### config.mk
export PLATFORM = sky130hd
export DESIGN_NAME = multicast_router
export DESIGN_NICKNAME = d
export VERILOG_FILES = /design/src/rtl/multicast_router.sv
export SDC_FILE = /design/constraint.sdc
export NUM_CORES = 1
export LEC_CHECK = 0
export CORE_ASPECT_RATIO = 1.25
export CORE_UTILIZATION = 33
export CTS_BUF_LIST = sky130_fd_sc_hd__clkbuf_2
export DETAILED_ROUTE_END_ITERATION = 8
export PLACE_DENSITY = 0.69
export RECOVER_POWER = 25
export SLEW_MARGIN = 20
export SYNTH_ARGS = -nofsm -noshare
export SYNTH_HDL_FRONTEND = slang
export SYNTH_SLANG_ARGS = --single-unit
### constraint.sdc
create_clock -name clk -period 3.4 [get_ports clk]
set_input_delay 0.68 -clock clk [delete_from_list [all_inputs] [get_ports clk]]
set_output_delay 0.68 -clock clk [all_outputs]
set_load 0.05 [all_outputs]
### src/rtl/multicast_router.sv
// multicast_router: operand multicaster between the global bus and one PE.
// Each operand channel filters bus words by a local ID (or the broadcast
// tag), buffers matching words in its own show-ahead FIFO and drops the rest.
// A tuple fires only when every channel holds a word and the PE is ready.
// PE psums return to the bus through a one-entry valid/ready register.

// One operand channel: ID register, tag filter and show-ahead FIFO.
module mcr_chan #(
    parameter int DATA_WIDTH = 16,
    parameter int ID_WIDTH   = 4,
    parameter int FIFO_DEPTH = 4
) (
    input  logic                  clk,
    input  logic                  rst,
    input  logic                  i_cfg_we,
    input  logic [ID_WIDTH-1:0]   i_cfg_id,
    input  logic                  i_valid,
    input  logic [ID_WIDTH-1:0]   i_tag,
    input  logic [DATA_WIDTH-1:0] i_data,
    input  logic                  i_pop,
    output logic                  o_ready,
    output logic                  o_drop,
    output logic                  o_empty,
    output logic [DATA_WIDTH-1:0] o_head
);
    localparam int PW = $clog2(FIFO_DEPTH);

    logic [ID_WIDTH-1:0]   r_id;
    logic [DATA_WIDTH-1:0] r_mem [FIFO_DEPTH];
    logic [PW-1:0]         r_wptr;
    logic [PW-1:0]         r_rptr;
    logic [PW:0]           r_cnt;

    logic w_match;
    logic w_full;
    logic w_push;

    // Filter uses the registered ID, so a new config affects the next cycle on.
    assign w_match = (i_tag == r_id) || (i_tag == {ID_WIDTH{1'b1}});
    // Full is taken from the registered count: a pop in the same cycle does
    // not open a slot for a push (no bypass).
    assign w_full  = (r_cnt == (PW+1)'(FIFO_DEPTH));
    assign w_push  = i_valid & w_match & ~w_full;
    assign o_ready = ~w_full | ~w_match;
    assign o_drop  = i_valid & ~w_match;
    assign o_empty = (r_cnt == '0);
    assign o_head  = r_mem[r_rptr];

    // Storage array: written on push, no reset needed for data.
    always_ff @(posedge clk) begin
        if (w_push)
            r_mem[r_wptr] <= i_data;
    end

    // ID register, pointers and occupancy count; pointers wrap naturally.
    always_ff @(posedge clk) begin
        if (rst) begin
            r_id   <= '0;
            r_wptr <= '0;
            r_rptr <= '0;
            r_cnt  <= '0;
        end else begin
            if (i_cfg_we)
                r_id <= i_cfg_id;
            if (w_push)
                r_wptr <= r_wptr + 1'b1;
            if (i_pop)
                r_rptr <= r_rptr + 1'b1;
            case ({w_push, i_pop})
                2'b10:   r_cnt <= r_cnt + 1'b1;
                2'b01:   r_cnt <= r_cnt - 1'b1;
                default: r_cnt <= r_cnt;
            endcase
        end
    end
endmodule

module multicast_router #(
    parameter int DATA_WIDTH = 16,
    parameter int PSUM_WIDTH = 32,
    parameter int NUM_CH     = 3,
    parameter int ID_WIDTH   = 4,
    parameter int FIFO_DEPTH = 4
) (
    input  logic                         clk,
    input  logic                         rst,
    input  logic                         cfg_we,
    input  logic [NUM_CH*ID_WIDTH-1:0]   cfg_id,
    input  logic [NUM_CH-1:0]            bus_valid,
    output logic [NUM_CH-1:0]            bus_ready,
    input  logic [NUM_CH*ID_WIDTH-1:0]   bus_tag,
    input  logic [NUM_CH*DATA_WIDTH-1:0] bus_data,
    input  logic                         pe_ready,
    output logic                         pe_en,
    output logic [NUM_CH*DATA_WIDTH-1:0] pe_data,
    input  logic                         pe_psum_valid,
    input  logic [PSUM_WIDTH-1:0]        pe_psum,
    output logic                         pe_psum_ready,
    output logic                         out_valid,
    input  logic                         out_ready,
    output logic [PSUM_WIDTH-1:0]        out_psum,
    output logic [NUM_CH-1:0]            fifo_empty,
    output logic [15:0]                  drop_cnt
);
    localparam int CW = $clog2(NUM_CH + 1);

    logic [NUM_CH-1:0]     w_empty;
    logic [NUM_CH-1:0]     w_drop;
    logic                  w_fire;
    logic [CW-1:0]         w_ndrop;
    logic [16:0]           w_dsum;
    logic [15:0]           r_drop;
    logic                  r_out_valid;
    logic [PSUM_WIDTH-1:0] r_out_psum;

    // All-or-nothing issue: one empty channel stalls the whole tuple.
    assign w_fire     = ~|w_empty & pe_ready;
    assign pe_en      = w_fire;
    assign fifo_empty = w_empty;

    for (genvar g = 0; g < NUM_CH; g++) begin : g_ch
        mcr_chan #(
            .DATA_WIDTH (DATA_WIDTH),
            .ID_WIDTH   (ID_WIDTH),
            .FIFO_DEPTH (FIFO_DEPTH)
        ) u_ch (
            .clk      (clk),
            .rst      (rst),
            .i_cfg_we (cfg_we),
            .i_cfg_id (cfg_id[g*ID_WIDTH +: ID_WIDTH]),
            .i_valid  (bus_valid[g]),
            .i_tag    (bus_tag[g*ID_WIDTH +: ID_WIDTH]),
            .i_data   (bus_data[g*DATA_WIDTH +: DATA_WIDTH]),
            .i_pop    (w_fire),
            .o_ready  (bus_ready[g]),
            .o_drop   (w_drop[g]),
            .o_empty  (w_empty[g]),
            .o_head   (pe_data[g*DATA_WIDTH +: DATA_WIDTH])
        );
    end

    // Number of channels discarding a word this cycle.
    always_comb begin
        w_ndrop = '0;
        for (int i = 0; i < NUM_CH; i++)
            w_ndrop = w_ndrop + CW'(w_drop[i]);
        w_dsum = {1'b0, r_drop} + 17'(w_ndrop);
    end

    // Saturating drop counter.
    always_ff @(posedge clk) begin
        if (rst)
            r_drop <= '0;
        else
            r_drop <= w_dsum[16] ? 16'hFFFF : w_dsum[15:0];
    end

    assign drop_cnt = r_drop;

    // One-entry psum register; refilling while draining keeps full rate.
    assign pe_psum_ready = ~r_out_valid | out_ready;

    // Psum capture / release.
    always_ff @(posedge clk) begin
        if (rst) begin
            r_out_valid <= 1'b0;
            r_out_psum  <= '0;
        end else if (pe_psum_valid && pe_psum_ready) begin
            r_out_valid <= 1'b1;
            r_out_psum  <= pe_psum;
        end else if (out_ready) begin
            r_out_valid <= 1'b0;
        end
    end

    assign out_valid = r_out_valid;
    assign out_psum  = r_out_psum;
endmodule

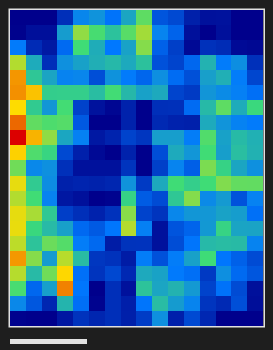
Fig. 1. Routed metal per tile (run 1).
Bar = 50 um. The die is cut into 16 by 21 equal tiles; dark blue is low, red is high, scaled to the fullest tile. Values are wire area over tile area, all layers added.
mean over tiles: 0.12
nearly empty tiles: 8.9%
emptiest ninth of the die: middle
fullest tile: 0.42
tiles over half the peak: 16%

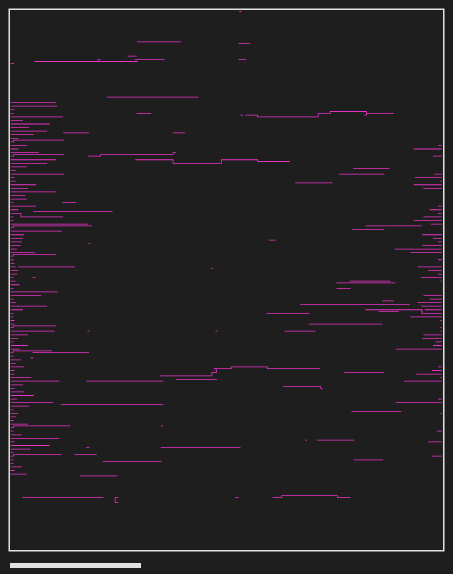
Fig. 2. Metal 3 (run 1).
Bar = 50 um.
main direction: horizontal
wire length on this layer: 2,040 um

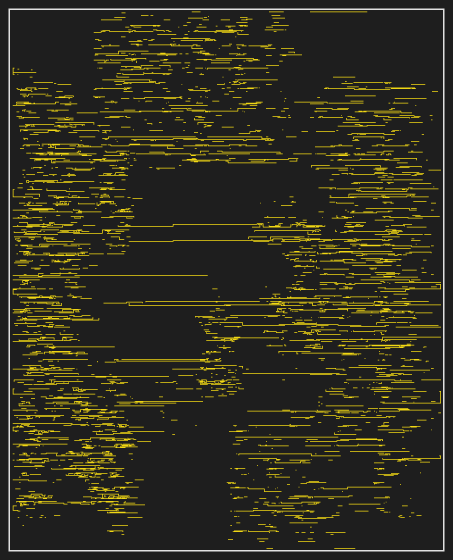
Fig. 3. The metal 1 layer (run 1).
main direction: horizontal
share of all routed wire: 40%
nets with wire on the layer: 1,020
met1 global-route usage: 15.9%
via total after detailed routing: 6,844

==> results.json, run 1 <==
{
  "run_status": "finished clean",
  "fin_ws_ns": 0.161,
  "initial_antenna_violation_count": 2,
  "power_density_mw_per_mm2": 471,
  "post-route-drc-count": 0,
  "setup-violations-final": 0,
  "met3_global_route_usage_pct": 5.10,
  "cp.buffers_inverters": 2,
  "ys.flops": 280,
  "critical_path_required_ns": 2.72,
  "netSwitchingPower_w": 0.00180,
  "first_pass_grt_wire_length_mm": 36.9,
  "ant_nets": 0,
  "seq_area_frac_synth_pct": 68.8,
  "critical_path.slowest_cell": "sky130_fd_sc_hd__clkdlybuf4s50_1",
  "netlist_top_cells_area": "sky130_fd_sc_hd__edfxtp_1 (53%), sky130_fd_sc_hd__dfxtp_1 (16%), sky130_fd_sc_hd__mux4_2 (9.9%)",
  "lay_top_count": "sky130_fd_sc_hd__edfxtp_1",
  "dr.max_layer_used": "met4",
  "postSynthCellCount": 718,
  "design.core.area_mm2": 0.0327,
  "ir_worst_vdd_mv": 0.213,
  "dp_slack_ns": -0.561,
  "clock_sinks": 280,
  "design.die.area_mm2": 0.0339,
  "clkTransAtPathRegs_ns": 0.11,
  "top_cells_by_count": "sky130_fd_sc_hd__edfxtp_1 (192), sky130_fd_sc_hd__dfxtp_1 (88), sky130_fd_sc_hd__nand2_1 (71)",
  "vias_in_the_first_global_route": 7307,
  "hold_class": "input port to register",
  "final_core_util_pct": 44.1,
  "dieHeight_um": 206,
  "grt.total_usage_pct": 14.3,
  "final-nonclk-buf-share_pct": 17.1,
  "synth-cells-yosys": 718,
  "synth-simple-area-share_pct": 7.28,
  "yosys_most_used_dff": "sky130_fd_sc_hd__edfxtp_1",
  "power_w": 0.00678,
  "dp_hpwl_mm": 15.9,
  "std_cell_rows": 74,
  "most_common_cell": "sky130_fd_sc_hd__edfxtp_1",
  "logic_area_mm2": 0.00313,
  "endpoint_of_the_worst_hold_path": "out_psum[28]",
  "setup.worst_path.end_class": "primary output",
  "nMultiInputCombCells": 370,
  "top_area_cell_class": "registers",
  "flop_area_mm2": 0.00753,
  "holdCritStartpoint": "pe_psum[28]",
  "post_layout_nonfiller_instances": 1486,
  "tritoncts.num_buffers": 70,
  "setup.worst_path.end": "fifo_empty[2]",
  "comb_power_share_pct": 11.1,
  "worstMarginPinSlew_ns": 0.821,
  "clk-insertion-delay-late_ns": 0.82,
  "powerClk_w": 0.00227,
  "via_per_inst": 4.61,
  "drv_slew": 0,
  "compound_area_share_pct": 4.72,
  "ctsHoldBuffers": 0,
  "initCoreUtil_pct": 33.5,
  "seq_cells": 280,
  "postRouteWirelength_mm": 24.0,
  "crit_chain": "or3_1, inv_1, clkdlybuf4s50_1",
  "drtIter0Drc": 366,
  "power.switching_fraction_pct": 26.6,
  "max_clock_freq_ghz": 0.309,
  "critical-path-max-stage-delay_ns": 0.84,
  "dpl-instance-area_mm2": 0.0138,
  "holdWs_ns": 0.381,
  "adder_cell_area_share_of_the_yosys_netlist_pct": 2.86,
  "clock_buffers": 103,
  "area.share.sequential_pct": 52.3,
  "clkPwrFrac_pct": 33.5,
  "inv_count": 29,
  "yosys_area_mm2": 0.0109,
  "whs_path_depth": 3,
  "grt-busiest-layer": "met2",
  "htree_num_levels": 3,
  "yosys_warnings": 0,
  "power_combinational_w": 0.000751,
  "final-hold-violation-count": 0,
  "comb_share_pct": 21.7,
  "syn_area_per_cell_um2": 15.2,
  "non_clock_buffer_count": 262,
  "clkCellAreaFrac_pct": 4.50
}
==> inputs of run 2 (changes only) <==
Settings changed: CTS_CLUSTER_SIZE from default to 25.
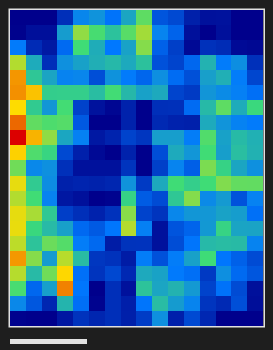
Fig. 4. Routed metal per tile (run 2).
Bar = 50 um. The die is cut into 16 by 21 equal tiles; dark blue is low, red is high, scaled to the fullest tile. Values are wire area over tile area, all layers added.
mean over tiles: 0.12
tiles over half the peak: 16%
nearly empty tiles: 8.9%
fullest tile: 0.42
emptiest ninth of the die: middle
Total GRT Usage: 14.3%
overall routed net length: 24.0 mm
average wire length per cell after detail routing: 16.1 um

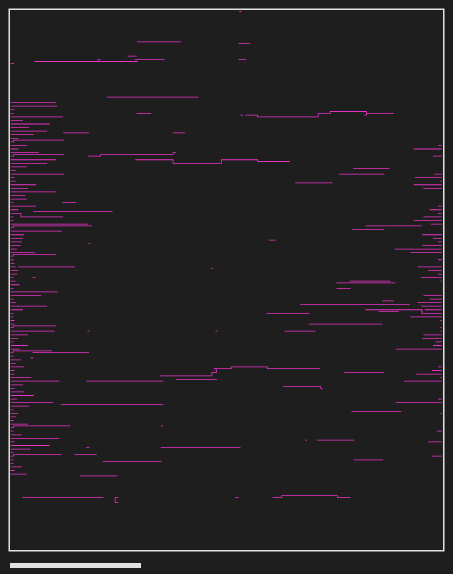
Fig. 5. Metal 3 (run 2).
Bar = 50 um.
main direction: horizontal
wire length on this layer: 2,040 um

==> run 2 against run 1 <==
Compared with the run above:
- first-iteration DRC count unchanged
- non-clock buffer count unchanged
- worst setup slack unchanged
- hold slack unchanged
- count of clock-buffer cells in the layout unchanged
- combinational power about the same
- fmax unchanged
- cell area unchanged
- global-route usage unchanged
- flip-flop count unchanged
- critical path type unchanged
- critical endpoint unchanged
- highest routed layer unchanged
==> results.json, run 2 <==
{
  "fin_ws_ns": 0.161,
  "netSwitchingPower_w": 0.00180,
  "cp.buffers_inverters": 2,
  "dr.max_layer_used": "met4",
  "logic_area_mm2": 0.00313,
  "critical-path-max-stage-delay_ns": 0.84,
  "power_density_mw_per_mm2": 471,
  "drv_slew": 0,
  "synth-simple-area-share_pct": 7.28,
  "comb_share_pct": 21.7,
  "design.die.area_mm2": 0.0339,
  "top_area_cell_class": "registers",
  "seq_cells": 280,
  "setup-violations-final": 0,
  "grt-busiest-layer": "met2",
  "met1_global_route_usage_pct": 15.9,
  "yosys_most_used_dff": "sky130_fd_sc_hd__edfxtp_1",
  "num_vias": 6844,
  "dpl-instance-area_mm2": 0.0138,
  "ys.flops": 280,
  "power_w": 0.00678,
  "dieHeight_um": 206,
  "hold_class": "input port to register",
  "htree_num_levels": 3,
  "critical_path.slowest_cell": "sky130_fd_sc_hd__clkdlybuf4s50_1",
  "adder_cell_area_share_of_the_yosys_netlist_pct": 2.86,
  "ir_worst_vdd_mv": 0.213,
  "initial_antenna_violation_count": 2,
  "initCoreUtil_pct": 33.5,
  "setup.worst_path.end_class": "primary output",
  "design.core.area_mm2": 0.0327,
  "power.switching_fraction_pct": 26.6,
  "setup.worst_path.end": "fifo_empty[2]",
  "drtIter0Drc": 366,
  "clkPwrFrac_pct": 33.5,
  "syn_area_per_cell_um2": 15.2,
  "postSynthCellCount": 718,
  "ctsHoldBuffers": 0,
  "first_pass_grt_wire_length_mm": 36.9,
  "crit_chain": "or3_1, inv_1, clkdlybuf4s50_1",
  "powerClk_w": 0.00227,
  "clock_sinks": 280,
  "via_per_inst": 4.61,
  "non_clock_buffer_count": 262,
  "std_cell_rows": 74,
  "inv_count": 29,
  "whs_path_depth": 3,
  "clk-insertion-delay-late_ns": 0.82,
  "compound_area_share_pct": 4.72,
  "ant_nets": 0,
  "most_common_cell": "sky130_fd_sc_hd__edfxtp_1",
  "run_status": "finished clean",
  "synth-cells-yosys": 718,
  "netlist_top_cells_area": "sky130_fd_sc_hd__edfxtp_1 (53%), sky130_fd_sc_hd__dfxtp_1 (16%), sky130_fd_sc_hd__mux4_2 (9.9%)",
  "dp_slack_ns": -0.561,
  "clkTransAtPathRegs_ns": 0.11,
  "holdWs_ns": 0.381
}
Power is estimated from default activity; no workload was simulated.
